$ cat src/rtl/seq_detect_prog.sv
// Runtime-programmable serial bit-pattern detector with selectable overlap,
// input-valid qualifier, registered match pulse and saturating match counter.
module seq_detect_prog #(
  parameter int unsigned MAX_LEN = 8,
  parameter int unsigned LEN_W   = 4,
  parameter int unsigned CNT_W   = 8
) (
  input  logic               clk,
  input  logic               reset,
  input  logic               in_valid,
  input  logic               in_bit,
  input  logic               cfg_we,
  input  logic [MAX_LEN-1:0] cfg_pattern,
  input  logic [LEN_W-1:0]   cfg_len,
  input  logic               cfg_overlap,
  input  logic               clr_count,
  output logic               match,
  output logic [CNT_W-1:0]   match_count
);

  localparam logic [CNT_W-1:0] CNT_MAX = {CNT_W{1'b1}};

  logic [MAX_LEN-1:0] pattern;
  logic [LEN_W-1:0]   len;
  logic               overlap;
  logic [MAX_LEN-2:0] history;
  logic [LEN_W-1:0]   fill;

  logic [MAX_LEN-1:0] window_c;
  logic [MAX_LEN-1:0] mask_c;
  logic [MAX_LEN:0]   span_c;
  logic [LEN_W:0]     fill_inc_c;
  logic [LEN_W-1:0]   fill_next_c;
  logic [LEN_W-1:0]   len_load_c;
  logic               accept_c;
  logic               hit_c;

  // Compare the newest len bits (history plus the incoming bit) against the pattern.
  always_comb begin
    window_c   = {history, in_bit};
    span_c     = (MAX_LEN+1)'(1) << len;
    mask_c     = MAX_LEN'(span_c - (MAX_LEN+1)'(1));
    fill_inc_c = (LEN_W+1)'(fill) + (LEN_W+1)'(1);
    accept_c   = in_valid && !cfg_we;
    hit_c      = accept_c
                 && (len >= LEN_W'(2))
                 && (fill_inc_c >= (LEN_W+1)'(len))
                 && (((window_c ^ pattern) & mask_c) == '0);
    fill_next_c = (fill_inc_c > (LEN_W+1)'(len)) ? len : fill_inc_c[LEN_W-1:0];
    if (hit_c && !overlap) begin
      fill_next_c = '0;
    end
    len_load_c = (32'(cfg_len) > MAX_LEN) ? LEN_W'(MAX_LEN) : cfg_len;
  end

  always_ff @(posedge clk) begin
    if (reset) begin
      pattern     <= MAX_LEN'(4'b1010);
      len         <= LEN_W'(4);
      overlap     <= 1'b1;
      history     <= '0;
      fill        <= '0;
      match       <= 1'b0;
      match_count <= '0;
    end else begin
      match <= hit_c;
      if (cfg_we) begin
        pattern <= cfg_pattern;
        len     <= len_load_c;
        overlap <= cfg_overlap;
        history <= '0;
        fill    <= '0;
      end else if (in_valid) begin
        history <= window_c[MAX_LEN-2:0];
        fill    <= fill_next_c;
      end
      // A clear coinciding with a match keeps that match as the first count.
      if (hit_c) begin
        if (clr_count) begin
          match_count <= CNT_W'(1);
        end else if (match_count != CNT_MAX) begin
          match_count <= match_count + CNT_W'(1);
        end
      end else if (clr_count) begin
        match_count <= '0;
      end
    end
  end

endmodule

$ cat config.mk
export PLATFORM = sky130hd
export DESIGN_NAME = seq_detect_prog
export DESIGN_NICKNAME = d
export VERILOG_FILES = /design/src/rtl/seq_detect_prog.sv
export SDC_FILE = /design/constraint.sdc
export NUM_CORES = 1
export LEC_CHECK = 0
export CORE_MARGIN = 1.5
export CORE_UTILIZATION = 41
export CTS_CLUSTER_SIZE = 12
export DETAILED_ROUTE_END_ITERATION = 10
export PLACE_DENSITY = 0.61
export SLEW_MARGIN = 30
export SYNTH_ARGS = -nofsm -noshare
export SYNTH_HDL_FRONTEND = slang
export SYNTH_SLANG_ARGS = --single-unit
$ cat constraint.sdc
create_clock -name clk -period 3.2 [get_ports clk]
set_input_delay 0.64 -clock clk [delete_from_list [all_inputs] [get_ports clk]]
set_output_delay 0.64 -clock clk [all_outputs]
set_load 0.02 [all_outputs]
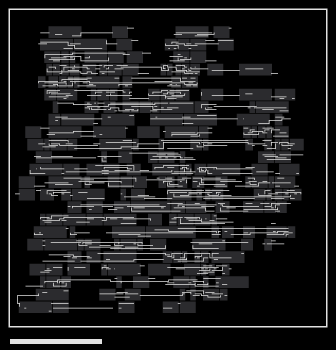
run_1/m1.png
Scale bar: 20 um. Cells faint in the background.
longest straight run: 25.3 um
wire length on this layer: 1840 um
share of all routed wire: 47%
nets with wire on the layer: 234

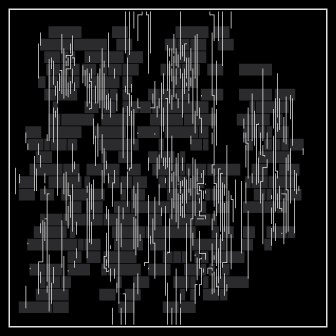
run_1/m2.png
Cells faint in the background.
wire length on this layer: 1890 um
share of all routed wire: 48%
main direction: vertical
longest straight run: 25.5 um
nets with wire on the layer: 211

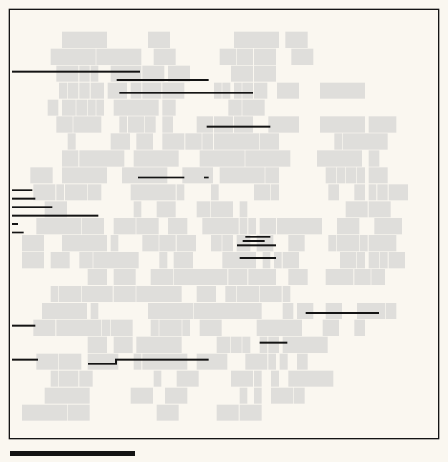
run_1/m3.png
Scale bar: 20 um. Cells faint in the background.
nets with wire on the layer: 16
longest straight run: 21.2 um

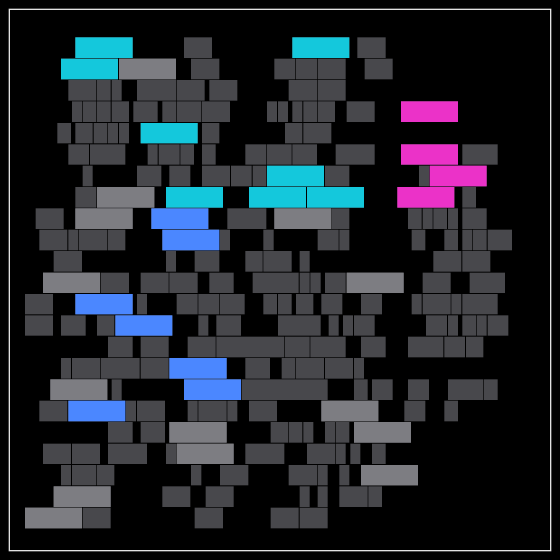
run_1/ff_map.png
Other sequential cells in the stronger grey, the rest of the logic in the fainter grey.
| colour | netlist name | sequential cells |
|---|---|---|
| blue | `history` | 7 |
| cyan | `match_count` | 8 |
| magenta | `fill` | 4 |

[run 1: worst paths after layout]
check | start | endpoint | slack (ns) | cells after the start
hold / removal | fill[1] | fill[1] | 0.50 | 2
setup reg to reg | len[0] | match_count[5] | 0.17 | 8
setup / recovery | len[0] | match_count[5] | 0.17 | 8
hold reg to reg | fill[1] | fill[1] | 0.50 | 2
[run 1: where the power goes]
group	switching [mW]	total [mW]	internal [mW]
Sequential	0.0112	0.434	0.423
Clock	0.151	0.404	0.254
Combinational	0.0644	0.131	0.0665
Total	0.226	0.969	0.743
[run 1: kinds of logic after synthesis]
logic type,count (synthesis)
simple gates,63
compound gates,47
flops,33
buf+inv,19
mux,18
xor+xnor,11
fa+ha+maj,7
[run 1: stage by stage]
step | area, um2 | hold WS (ns)
final | 2200 | 0.503
after global routing | 2200 | 0.553
after CTS | 2200 | 0.494
after detailed placement | 2080 | 0.483
after global placement | 2080 | 0.473
after floorplan | 1770 | 0.452
[run 1: sequential cells by signal, summed over array words and instances (netlist names)]
register / flops
pattern: 8
history: 7
fill: 4
match_count: 8
match: 1
len: 4
overlap: 1
[run 1: final cells by class]
| cell class | instances | share of cell area [%] |
|---|---|---|
| inverters | 7 | 1.19 |
| clock inverters | 1 | 1.36 |
| flip-flops and latches | 33 | 30.0 |
| multi-input cells | 146 | 46.3 |
| repair buffers | 33 | 14.3 |
| well taps | 50 | 2.84 |
| clock buffers | 7 | 3.92 |
[run 1: routing by layer]
layer	track usage, %	vias to the layer above	share of wire, %
li1	-	767	-
met2	31.7	28	48
met3	6.01	6	4.1
met1	22.3	708	47
met5	0	-	0
met4	7.84	0	1.5
==> run notes, run 1 <==
The implementation run finished. The flow ran to the end, and the final reports show no timing, DRC or antenna violations. The largest individual stage delay along the critical path comes from the cell sky130_fd_sc_hd__or4_1. Final cell utilization of the core landed at between 50% and 60%. By count the netlist is led by sky130_fd_sc_hd__dfxtp_1, sky130_fd_sc_hd__nor2_1, sky130_fd_sc_hd__mux2i_1. CTS added clock buffers totalling 5. Core outline area landed at 4090 um2. Max-slew check failures listed in the final report amount to 0. Dividing the detail-routed via count by the number of cells gives 5.45. Count of unique library cells instantiated by Yosys landed at approximately 42. The synthesized netlist handed to floorplanning was reported with a cell count of 198. In this run, the synthesized area fraction spent on adder and majority cells is recorded as 4.95%.

DRC violation total after the first TritonRoute iteration landed at 41. Relative to the synthesized area, the layout overhead comes to 24.3%. Global-route wire length before repair landed at 6.58 mm. Worst-path maximum fanout landed at 15.

Post-synthesis chip area from yosys landed at approximately 1800 um2. Per the synthesis report, the single largest cell type by area occupies around 37% of cell area. Maximum resistive drop on vdd landed at 0.303 mV. Total of max-cap violations landed at 0. The synthesis report names the predominant flop master as sky130_fd_sc_hd__dfxtp_1. At the pin with the least slew margin, the transition time is approximately 0.9 ns. The synthesized design spends more area on one cell type than any other, namely sky130_fd_sc_hd__dfxtp_1. For this design, the CTS-stage hold fixing added 0 buffers.

Counting both buffers and inverters, the worst setup path holds a total of 0. In the post-route analysis, the smallest setup slack over all paths is 0.174 ns. Global placer's final weighted congestion landed at 0.750. The kind of cell with the highest combined delay along the critical path is AND-OR/OR-AND gates. By instance count after routing, the leading logic cell types are sky130_fd_sc_hd__dfxtp_1, sky130_fd_sc_hd__clkdlybuf4s50_1, sky130_fd_sc_hd__nor2_1. Worst stage delay on the critical path landed at around 0.56 ns. Number of antenna repair diodes landed at 0. According to the I/O placement log, the pin count is 28. Detail-routed net length per standard cell landed at 14.3 um. Net total in the final layout landed at 252.

The skew report gives the latency at the later pin of the worst-skew pair as 0.29 ns. From bottom edge to top edge, the die measures 68.7 um.
==> run 1 -> run 2 <==
--- a/config.mk
+++ b/config.mk
@@ -10,7 +10,6 @@
 export CTS_CLUSTER_SIZE = 12
 export DETAILED_ROUTE_END_ITERATION = 10
 export PLACE_DENSITY = 0.61
-export SLEW_MARGIN = 30
 export SYNTH_ARGS = -nofsm -noshare
 export SYNTH_HDL_FRONTEND = slang
 export SYNTH_SLANG_ARGS = --single-unit
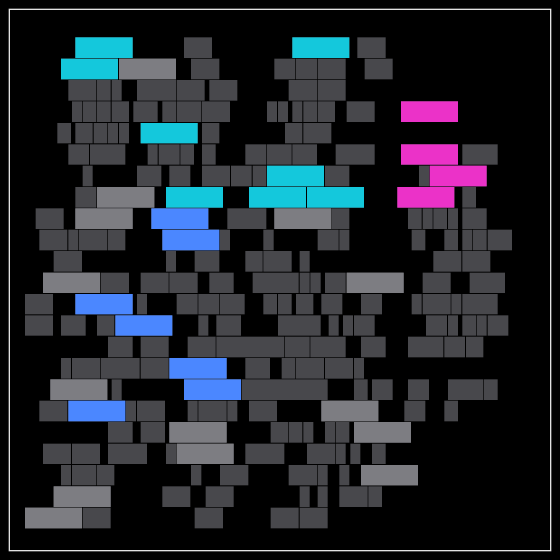
run_2/ff_map.png
Other sequential cells in the stronger grey, the rest of the logic in the fainter grey.
| colour | netlist name | sequential cells |
|---|---|---|
| magenta | `fill` | 4 |
| cyan | `match_count` | 8 |
| blue | `history` | 7 |

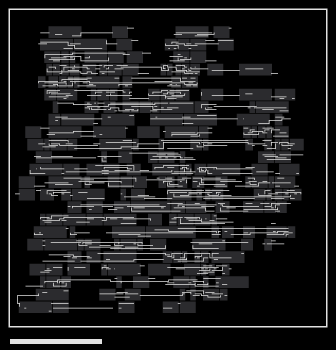
run_2/m1.png
Scale bar: 20 um. Cells faint in the background.
share of all routed wire: 47%
nets with wire on the layer: 234
main direction: horizontal
longest straight run: 25.3 um
wire length on this layer: 1840 um

==> run notes, run 2 <==
The implementation run finished. The number of buffers inserted by hold repair at cts was 0 (unchanged). The biggest area consumer among synthesized cells is sky130_fd_sc_hd__dfxtp_1 (unchanged). Post-synthesis chip area from yosys landed at 1770 um2 (unchanged). Detail-routed net length per standard cell landed at 14.3 um (unchanged). The most heavily used metal layer in global routing is met2 (unchanged). Met3 usage in global routing landed at 6.01% (unchanged).

Share of the synthesized area in the top cell type landed at 37.3% (unchanged). The source-to-sink clock delay at the later pin of the worst-skew pair was 0.29 ns (about the same). The global routing met2 resource utilization is 31.7% (unchanged).

The count of unique library cells instantiated by Yosys came to 42 (unchanged). The maximum resistive drop on vdd was 0.303 mV (unchanged). Number of instances in the synthesized netlist landed at 198 (unchanged). Commonest non-fill, non-tap cells in the layout: sky130_fd_sc_hd__dfxtp_1, sky130_fd_sc_hd__clkdlybuf4s50_1, sky130_fd_sc_hd__nor2_1 (unchanged). Final critical-path setup slack landed at 0.174 ns (unchanged). The worst hold margin is 0.503 ns (unchanged). Post-detailed-route via-to-cell ratio landed at 5.45 (unchanged). DRC violation total after the first TritonRoute iteration landed at 41 (unchanged). Outcome: finished clean (unchanged). Final tally of max-slew violations landed at 0 (unchanged).

Number of antenna repair diodes landed at 0 (unchanged). The number of primary I/O pins came to 28 (unchanged). Most instantiated cells after synthesis: sky130_fd_sc_hd__dfxtp_1, sky130_fd_sc_hd__nor2_1, sky130_fd_sc_hd__mux2i_1 (unchanged).

Chip height landed at 68.7 um (unchanged).
-- run 2: cell counts after synthesis --
Identical to the previous run, type by type.
-- run 2: final cells by class --
type / count / share of cell area, %
multi-input cells: 146 / 46.3
flip-flops and latches: 33 / 30.0
repair buffers: 33 / 14.3
clock buffers: 7 / 3.92
well taps: 50 / 2.84
clock inverters: 1 / 1.36
inverters: 7 / 1.19
-- run 2: path summary, 6_finish.rpt --
path | startpoint | endpoint | slack [ns] | cells after the start
min | fill[1] | fill[1] | 0.50 | 2
max | len[0] | match_count[5] | 0.17 | 8
min reg2reg | fill[1] | fill[1] | 0.50 | 2
max reg2reg | len[0] | match_count[5] | 0.17 | 8
-- run 2: where the power goes --
group | switching (mW) | total (mW) | internal, mW
registers | 0.0112 | 0.434 | 0.423
clock network | 0.151 | 0.404 | 0.254
logic | 0.0644 | 0.131 | 0.0665
-- run 2: critical path, stage by stage, from the launching register on --
cell and delay (ns):
sky130_fd_sc_hd__dfxtp_1 0.38, sky130_fd_sc_hd__or4_1 0.54, sky130_fd_sc_hd__ha_1 0.29, sky130_fd_sc_hd__o21bai_1 0.19, sky130_fd_sc_hd__a32o_1 0.28, sky130_fd_sc_hd__a31oi_1 0.24
sky130_fd_sc_hd__o311ai_2 0.31, sky130_fd_sc_hd__or4_1 0.56, sky130_fd_sc_hd__a21oi_1 0.16
-- run 2: through the flow --
step / area [um2] / instances / utilization, %
after floorplan: 1770 / 198 / -
after global placement: 2080 / 269 / 51.0
after detailed placement: 2080 / 269 / 51.0
after CTS: 2200 / 277 / 53.9
after global routing: 2200 / 277 / 53.9
final: 2200 / 277 / 53.9
-- run 2: per-layer routing --
layer	routed length (um)	share of wire (%)
met1	1840	47
met2	1890	48
met3	162	4.1
met4	61	1.5
met5	0	0
run_2/m2.png
Cells faint in the background.
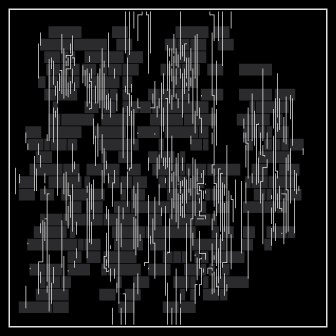

==> run 2 -> run 3 <==
--- a/config.mk
+++ b/config.mk
@@ -5,11 +5,11 @@
 export SDC_FILE = /design/constraint.sdc
 export NUM_CORES = 1
 export LEC_CHECK = 0
-export CORE_MARGIN = 1.5
 export CORE_UTILIZATION = 41
 export CTS_CLUSTER_SIZE = 12
 export DETAILED_ROUTE_END_ITERATION = 10
 export PLACE_DENSITY = 0.61
+export SLEW_MARGIN = 20
 export SYNTH_ARGS = -nofsm -noshare
 export SYNTH_HDL_FRONTEND = slang
 export SYNTH_SLANG_ARGS = --single-unit
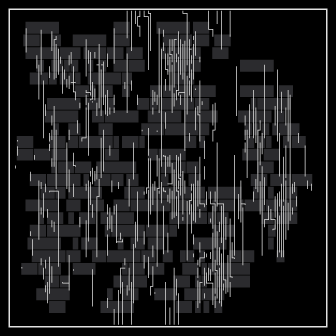
run_3/m2.png
Cells faint in the background.
longest straight run: 26.9 um
main direction: vertical
nets with wire on the layer: 209
share of all routed wire: 46%
wire length on this layer: 1760 um

==> run notes, run 3 <==
The implementation run finished. Worst stage delay on the critical path landed at 0.56 ns (about the same). Share of the synthesized area in the top cell type landed at 37.3% (unchanged). Sequential share of power landed at 49.3% (was 44.8%). Outcome: finished clean (unchanged).

The number of primary I/O pins is 28 (unchanged). The number of antenna repair diodes was 0 (unchanged). Commonest non-fill, non-tap cells in the layout: sky130_fd_sc_hd__dfxtp_1, sky130_fd_sc_hd__clkdlybuf4s50_1, sky130_fd_sc_hd__nor2_1 (unchanged). TritonCTS buffer count landed at 5 (unchanged). The post-detailed-route via-to-cell ratio is 5.45 (about the same).

Switching part of the total power landed at 24.9% (was 23.3%). Number of buffers inserted by hold repair at cts landed at 0 (unchanged). The final cell count without fillers was 276 (was 277). The beginning of the worst hold path is fill[1] (unchanged). The DRC violation total after the first TritonRoute iteration was 42 (was 41). The count of unique library cells instantiated by Yosys is 42 (unchanged). Total of max-cap violations landed at 0 (unchanged). Net total in the final layout landed at 252 (unchanged). The most common flop cell mapped by yosys was sky130_fd_sc_hd__dfxtp_1 (unchanged). The detail-routed net length per standard cell is 13.9 um (was 14.3 um). Combined buffer and inverter count along the critical path landed at 0 (unchanged). The final tally of max-slew violations was 0 (unchanged). Most instantiated cells after synthesis: sky130_fd_sc_hd__dfxtp_1, sky130_fd_sc_hd__nor2_1, sky130_fd_sc_hd__mux2i_1 (unchanged). Number of cells in the design after placement landed at 269 (unchanged). The source-to-sink clock delay at the later pin of the worst-skew pair came to 0.29 ns (about the same). Power share of the clock group landed at 35.7% (was 41.7%). The dominant delay contributor by cell family on the critical path is AND-OR/OR-AND gates (unchanged). Maximum resistive drop on vdd landed at 0.228 mV (was 0.303 mV). The launching point of the worst reg2reg path is len[0] (unchanged).

Worst-path cell chain: or4_1 > ha_1 > o21bai_1 > a32o_1 > a31oi_1 > o311ai_2 > or4_1 > a21oi_1 (unchanged). Transition time at the pin with the least slew margin landed at 0.896 ns (was 0.914 ns). The slowest cell on the critical path is sky130_fd_sc_hd__or4_1 (unchanged).

Post-synthesis chip area from yosys landed at 1770 um2 (unchanged).
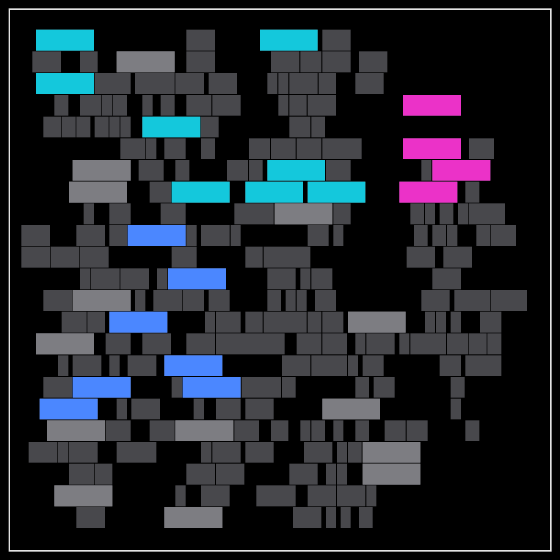
run_3/ff_map.png
Other sequential cells in the stronger grey, the rest of the logic in the fainter grey.
| colour | netlist name | sequential cells |
|---|---|---|
| magenta | `fill` | 4 |
| cyan | `match_count` | 8 |
| blue | `history` | 7 |
not coloured: 14

[run 3: cell type report]
class	instances	share of cell area, %
flip-flops and latches	33	30.4
repair buffers	33	14.5
inverters	7	1.21
well taps	50	2.88
multi-input cells	146	47.0
clock buffers	7	3.98
[run 3: logic make-up after synthesis]
logic type,count (synthesis)
flip-flops,33
buffers and inverters,19
XOR/XNOR,11
adder cells (fa/ha/maj),7
AND-OR/OR-AND,47
AND/OR/NAND/NOR,63
multiplexers,18
[run 3: path summary, 6_finish.rpt]
check,end,slack (ns),depth (start not counted)
worst max-delay path,match_count[5],0.19,8
worst min-delay path,fill[1],0.50,2
worst max register to register,match_count[5],0.19,8
worst min register to register,fill[1],0.50,2
[run 3: power by group through the flow]
stage / registers [mW] / clock network (mW) / logic (mW)
after detailed placement: 0.443 / 0 / 0.130
after CTS: 0.433 / 0.325 / 0.131
after global routing: 0.435 / 0.337 / 0.144
after global placement: 0.443 / 0 / 0.126
after floorplan: 0.439 / 0 / 0.0896
final: 0.433 / 0.314 / 0.132
[run 3: per-stage QoR]
step	utilization [%]	instance area [um2]	hold WS [ns]	setup slack [ns]
floorplan	-	1770	0.452	0.507
global placement	51.0	2080	0.472	0.342
detailed placement	51.0	2080	0.482	0.253
CTS	53.1	2170	0.493	0.229
global route	53.1	2170	0.532	0.0596
finish	53.1	2170	0.500	0.195
[run 3: routing by layer]
metal  vias up  global-route usage, %  wire length [um]
met5         -                      0                 0
met4         0                   7.45                67
met3         7                   5.74               186
met2        26                   30.0              1760
met1       706                   22.5              1820
li1        764                      -                 -
No activity file was given, so power comes from the tool's default toggle rates.
